<file path="src/rtl/sisc_pkg.sv">
// -----------------------------------------------------------------------------
// sisc_pkg
// Shared definitions for the SISC processor: default instruction address
// width, the HALT opcode encoding and the instruction-fetch state encoding.
// Imported by ir_fetch, pc_reg, the core and the memory model.
// -----------------------------------------------------------------------------
package sisc_pkg;

   // Default instruction address width, in words.
   localparam int DEFAULT_ADDR_W = 16;

   // Opcode field value (instruction bits [31:28]) that stops fetch when the
   // halt feature is built in.
   localparam logic [3:0] OPCODE_HALT = 4'hF;

   // Fetch unit states. HALT is only reachable when the halt feature is built.
   typedef enum logic [1:0] {
      RESET = 2'd0,
      FETCH = 2'd1,
      READY = 2'd2,
      HALT  = 2'd3
   } fetch_state_t;

endpackage : sisc_pkg

</file>
<file path="src/rtl/pc_reg.sv">
// -----------------------------------------------------------------------------
// pc_reg
// Program counter register: synchronous reset-load, parallel load and
// increment (modulo 2^ADDR_W). LD has priority over INC.
//
// Ports:
//   CLK  in   1       clock, rising edge
//   RST  in   1       synchronous active-high reset, loads RESET_PC
//   LD   in   1       load D
//   INC  in   1       increment by one (wraps to 0)
//   D    in   ADDR_W  parallel load value
//   Q    out  ADDR_W  current PC
// -----------------------------------------------------------------------------
module pc_reg
   import sisc_pkg::*;
#(
   parameter int                ADDR_W   = DEFAULT_ADDR_W,
   parameter logic [ADDR_W-1:0] RESET_PC = '0
) (
   input  logic              CLK,
   input  logic              RST,
   input  logic              LD,
   input  logic              INC,
   input  logic [ADDR_W-1:0] D,
   output logic [ADDR_W-1:0] Q
);

   // NOTE: clocked state uses non-blocking (<=) so every register samples the
   // pre-edge values of its inputs; blocking here would create order-dependent
   // simulation races between always_ff blocks.
   always_ff @(posedge CLK) begin
      if (RST) begin
         Q <= RESET_PC;
      end else if (LD) begin
         Q <= D;
      end else if (INC) begin
         Q <= Q + ADDR_W'(1);
      end
   end

endmodule : pc_reg

</file>
<file path="src/rtl/ir_fetch.sv">
// -----------------------------------------------------------------------------
// ir_fetch
// Instruction fetch unit for the SISC processor. Owns the program counter,
// reads instruction words over a request/acknowledge handshake and holds the
// fetched word in IR for the core. The core advances or redirects fetch with
// PC_WRITE / BR_TAKEN / BR_ADDR.
//
// Build option:
//   IR_FETCH_HALT_EN  when defined, a captured word whose opcode field equals
//                     OPCODE_HALT parks the unit in HALT until reset; when not
//                     defined that opcode is ordinary and HALTED is tied to 0.
//
// Ports:
//   CLK       in   1       clock, rising edge
//   RST       in   1       synchronous active-high reset
//   PC_WRITE  in   1       core consumed IR, fetch the next word
//   BR_TAKEN  in   1       with PC_WRITE: next PC is BR_ADDR
//   BR_ADDR   in   ADDR_W  absolute branch target (word address)
//   IM_REQ    out  1       instruction memory read request
//   IM_ADDR   out  ADDR_W  read address (equals PC)
//   IM_ACK    in   1       memory returns IM_DATA this cycle
//   IM_DATA   in   32      instruction word from memory
//   IR        out  32      held instruction word
//   IR_VALID  out  1       IR holds a fetched instruction
//   PC        out  ADDR_W  address of IR's word, or of the word being fetched
//   HALTED    out  1       unit is parked in HALT
// -----------------------------------------------------------------------------
module ir_fetch
   import sisc_pkg::*;
#(
   parameter int                ADDR_W   = DEFAULT_ADDR_W,
   parameter logic [ADDR_W-1:0] RESET_PC = '0
) (
   input  logic              CLK,
   input  logic              RST,
   input  logic              PC_WRITE,
   input  logic              BR_TAKEN,
   input  logic [ADDR_W-1:0] BR_ADDR,
   output logic              IM_REQ,
   output logic [ADDR_W-1:0] IM_ADDR,
   input  logic              IM_ACK,
   input  logic [31:0]       IM_DATA,
   output logic [31:0]       IR,
   output logic              IR_VALID,
   output logic [ADDR_W-1:0] PC,
   output logic              HALTED
);

   fetch_state_t state, state_next;
   logic         pc_ld, pc_inc;

   pc_reg #(
      .ADDR_W   (ADDR_W),
      .RESET_PC (RESET_PC)
   ) u_pc_reg (
      .CLK (CLK),
      .RST (RST),
      .LD  (pc_ld),
      .INC (pc_inc),
      .D   (BR_ADDR),
      .Q   (PC)
   );

   always_ff @(posedge CLK) begin
      if (RST) begin
         state <= RESET;
      end else begin
         state <= state_next;
      end
   end

   // Capture only while a request is outstanding; a late acknowledge arriving
   // in any other state leaves IR untouched.
   always_ff @(posedge CLK) begin
      if (RST) begin
         IR <= 32'h0;
      end else if (state == FETCH && IM_ACK) begin
         IR <= IM_DATA;
      end
   end

   always_comb begin
      // NOTE: every signal written here gets a default first, so no path
      // through the case leaves it unassigned and no latch is inferred.
      state_next = state;
      pc_ld      = 1'b0;
      pc_inc     = 1'b0;
      case (state)
         RESET: state_next = FETCH;
         FETCH: begin
            if (IM_ACK) begin
`ifdef IR_FETCH_HALT_EN
               state_next = (IM_DATA[31:28] == OPCODE_HALT) ? HALT : READY;
`else
               state_next = READY;
`endif
            end
         end
         READY: begin
            if (PC_WRITE) begin
               state_next = FETCH;
               pc_ld      = BR_TAKEN;
               pc_inc     = ~BR_TAKEN;
            end
         end
         HALT:    state_next = HALT;
         default: state_next = RESET;
      endcase
   end

   // All outputs come from registers or from the state decode only.
   assign IM_REQ   = (state == FETCH);
   assign IM_ADDR  = PC;
   assign IR_VALID = (state == READY) || (state == HALT);
`ifdef IR_FETCH_HALT_EN
   assign HALTED   = (state == HALT);
`else
   assign HALTED   = 1'b0;
`endif

endmodule : ir_fetch

</file>
<file path="config.mk">
export PLATFORM = sky130hd
export DESIGN_NAME = ir_fetch
export DESIGN_NICKNAME = d
export VERILOG_FILES = /design/src/rtl/sisc_pkg.sv /design/src/rtl/pc_reg.sv /design/src/rtl/ir_fetch.sv
export SDC_FILE = /design/constraint.sdc
export NUM_CORES = 1
export LEC_CHECK = 0
export ABC_AREA = 1
export CORE_MARGIN = 4
export CORE_UTILIZATION = 43
export CTS_BUF_LIST = sky130_fd_sc_hd__clkbuf_2 sky130_fd_sc_hd__clkbuf_4 sky130_fd_sc_hd__clkbuf_8
export DETAILED_ROUTE_END_ITERATION = 6
export PLACE_DENSITY = 0.81
export SYNTH_ARGS = -nofsm -noshare
export SYNTH_HDL_FRONTEND = slang
export SYNTH_HIERARCHICAL = 1
export SYNTH_SLANG_ARGS = --single-unit
</file>
<file path="constraint.sdc">
create_clock -name CLK -period 1.85 [get_ports CLK]
set_input_delay 0.37 -clock CLK [delete_from_list [all_inputs] [get_ports CLK]]
set_output_delay 0.37 -clock CLK [all_outputs]
set_load 0.005 [all_outputs]
</file>
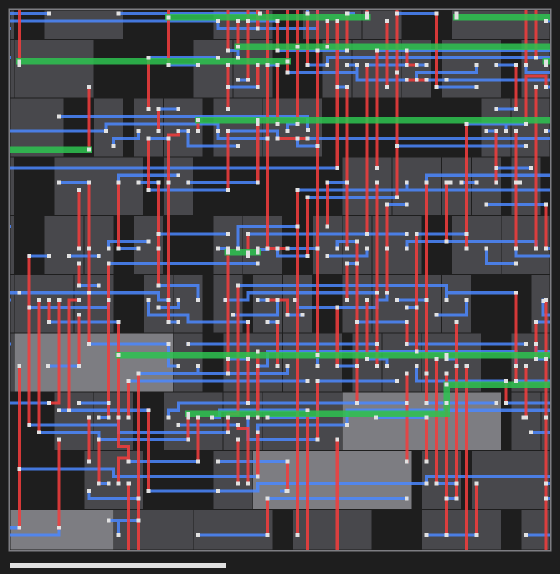
**Above:** zoomed window.
The bar under the picture is 10 µm long. Region (9, 9) to (34, 34) µm. Cells in gray, sequential cells in the stronger gray; small squares are vias.
[red] M2
[blue] M1
[green] M3
most frequent: nand2_1 (15), clkdlybuf4s50_1 (8)
sequential cells in the window: 4
cells with their middle in the window: 69
netlist names of flops here include: u_pc_reg/Q (4)

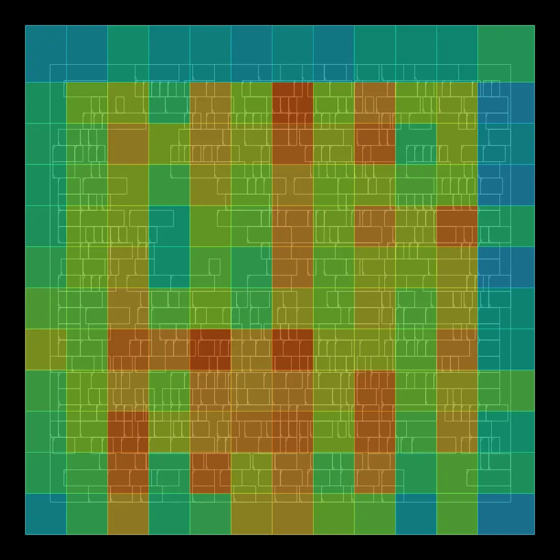
**Above:** routing congestion.
GRT Max-Usage Layer: met2
total track usage: 18.5%

==> impl_metrics.env <==
# yosys + openroad results
export IMPL_nNetsFinal=543
export IMPL_cp_slowest_stage_delay_ns=0.58
export IMPL_cts_buffer_depth=2
export IMPL_peakVddDrop_uv=334
export IMPL_routed_via_density=4.68
export IMPL_setup_ws_ns=0.116
export IMPL_setup_tns_ns=0
export IMPL_hold_path_class="flip-flop to flip-flop"
export IMPL_grt_overflow_total=0
export IMPL_fill_cells=484
export IMPL_top_area_cell="dfxtp_1"
export IMPL_ys_ff=50
export IMPL_place_inst=554
export IMPL_leakagePower_uw=0.00168
export IMPL_gr_usage_met1_pct=24.0
export IMPL_critPathLaunch="u_pc_reg/Q[4]"
export IMPL_num_rows=27
export IMPL_timing_final_crit_period_ns=1.73
export IMPL_r2r_end="u_pc_reg/Q[10]"
export IMPL_ctsResizeCount=0
export IMPL_cts_made_buffers=5
export IMPL_path_max_fanout=6
export IMPL_slowest_stage="clkdlybuf4s50_1"
export IMPL_layout_area_comb_um2=1150
export IMPL_dp_slack_ns=0.0108
export IMPL_grt_pass1_vias=2443
export IMPL_cp_endpoint="IM_ADDR[4]"
export IMPL_place_area_um2=3720
export IMPL_met3_usage_pct=3.79
export IMPL_startpoint_type="flip-flop"
export IMPL_gp_congestion=0.875
export IMPL_chipWidth_um=85.4
export IMPL_grt_pass1_wl_mm=11.1
export IMPL_status="finished, final reports clean"
export IMPL_ys_seq_share_pct=38.8
export IMPL_regArea_um2=1000
export IMPL_ys_types=29
export IMPL_clock_sinks=50
export IMPL_path_depth=1
export IMPL_synth_avg_cell_area_um2=6.69
export IMPL_h_tree_depth=2
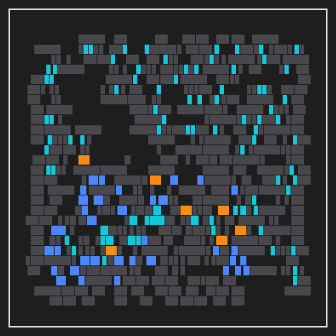
**Above:** logic cells by family.
[orange] xor and xnor cells | cells: 7 | most used: xor2_1
[blue] aoi and oai cells | cells: 35 | most used: a21oi_1
[cyan] nor cells | cells: 82 | most used: nor2_1
post-route insts no fill: 562
Comb area share: 30.1%
Top cell excl fill/tap: clkdlybuf4s50_1

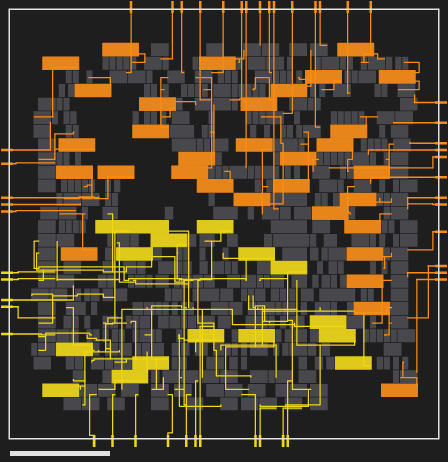
**Above:** port wiring.
The bar under the picture is 20 µm long.
[orange] IR | direction: output | end cells: 32 | buffers: 32 | wire: 800 µm
[yellow] IM_ADDR | direction: output | end cells: 16 | buffers: 16 | wire: 984 µm
# IOs: 120
Port-buffer cells: 118

-- worst min path at each step --
stage                     cells after the start  endpoint  slack [ns]
after floorplan                               1  state[1]        0.44
after global placement                        4    IR[31]        0.50
after detailed placement                      4    IR[16]        0.50
after CTS                                     4    IR[16]        0.52
after global routing                          4    IR[20]        0.55
final                                         4    IR[12]        0.51
-- through the flow --
stage          util, %  hold slack, ns
2_1_floorplan        -           0.439
3_3_place_gp      65.6           0.495
5_1_grt           67.2           0.548
3_5_place_dp      65.6           0.501
6_report          67.2           0.514
4_1_cts           67.2           0.517
-- where the power goes --
part           internal (µW)  leakage, µW  switching [µW]  total, µW
Sequential              1140     0.000409            37.3       1170
Combinational            272      0.00122             175        447
Clock                    317    0.0000517             350        667
Total                   1730      0.00168             562       2290
-- final cells by class --
class,instances,share of cell area [%]
timing repair buffer,129,33.8
clock inverter,1,0.131
inverter,51,5.02
tap,72,2.36
multi-input combinational,252,30.1
clock buffer,7,2.36
sequential,50,26.2
-- Yosys cell counts (all sizes together) --
cell    number
xnor2        2
buf         28
ha           1
xor2         5
nand4        3
clkbuf       4
nand3       18
a22oi       10
nor2        81
conb         1
a31oi        1
nor3         1
and3         1
a21oi       14
nand2      104
inv         51
o21ai        6
o21bai       4
dfxtp       50
-- cells in the final DEF, fill, tap and decap left out, drive strengths merged, types with 2 or more instances in the layout --
cell             n
xor2             5
dfxtp           50
o21bai           4
inv             51
nand2          104
clkbuf           7
xnor2            2
nor2            81
a21oi           14
o21ai            6
a22oi           10
nand3           18
buf             11
clkdlybuf4s50  118
nand4            3
-- per-layer routing --
metal  part of all wire (%)  up-vias
met3                    7.3        5
li1                       -     1359
met2                     49       90
met5                      0        -
met1                     43     1175
met4                   0.70        0
-- worst reg2reg max path, cell delays in order, from the launching register on --
cell and delay [ns]:
dfxtp_1 0.47, ha_1 0.24, nand3_2 0.12, inv_1 0.17, nand2_1 0.10, nor2_1 0.09, nand2_1 0.05, nand3_1 0.08
a21oi_1 0.06
-- state kept, by name, indices dropped and copies added, names as in the netlist --
register / cells
u_pc_reg/Q: 16
state: 2
IR: 32
-- logic make-up (layout without fill, tap and decap cells) --
logic type,after synthesis,in the layout,synth area share [%]
compound gates,35,35,8.35
xor+xnor,7,7,2.38
fa+ha+maj,1,1,0.485
buf+inv,83,188,16.6
flops,50,50,38.8
other cells,1,1,0.145
simple gates,208,208,33.3
Power figures rest on the tool's default switching activity, not on a simulated workload.
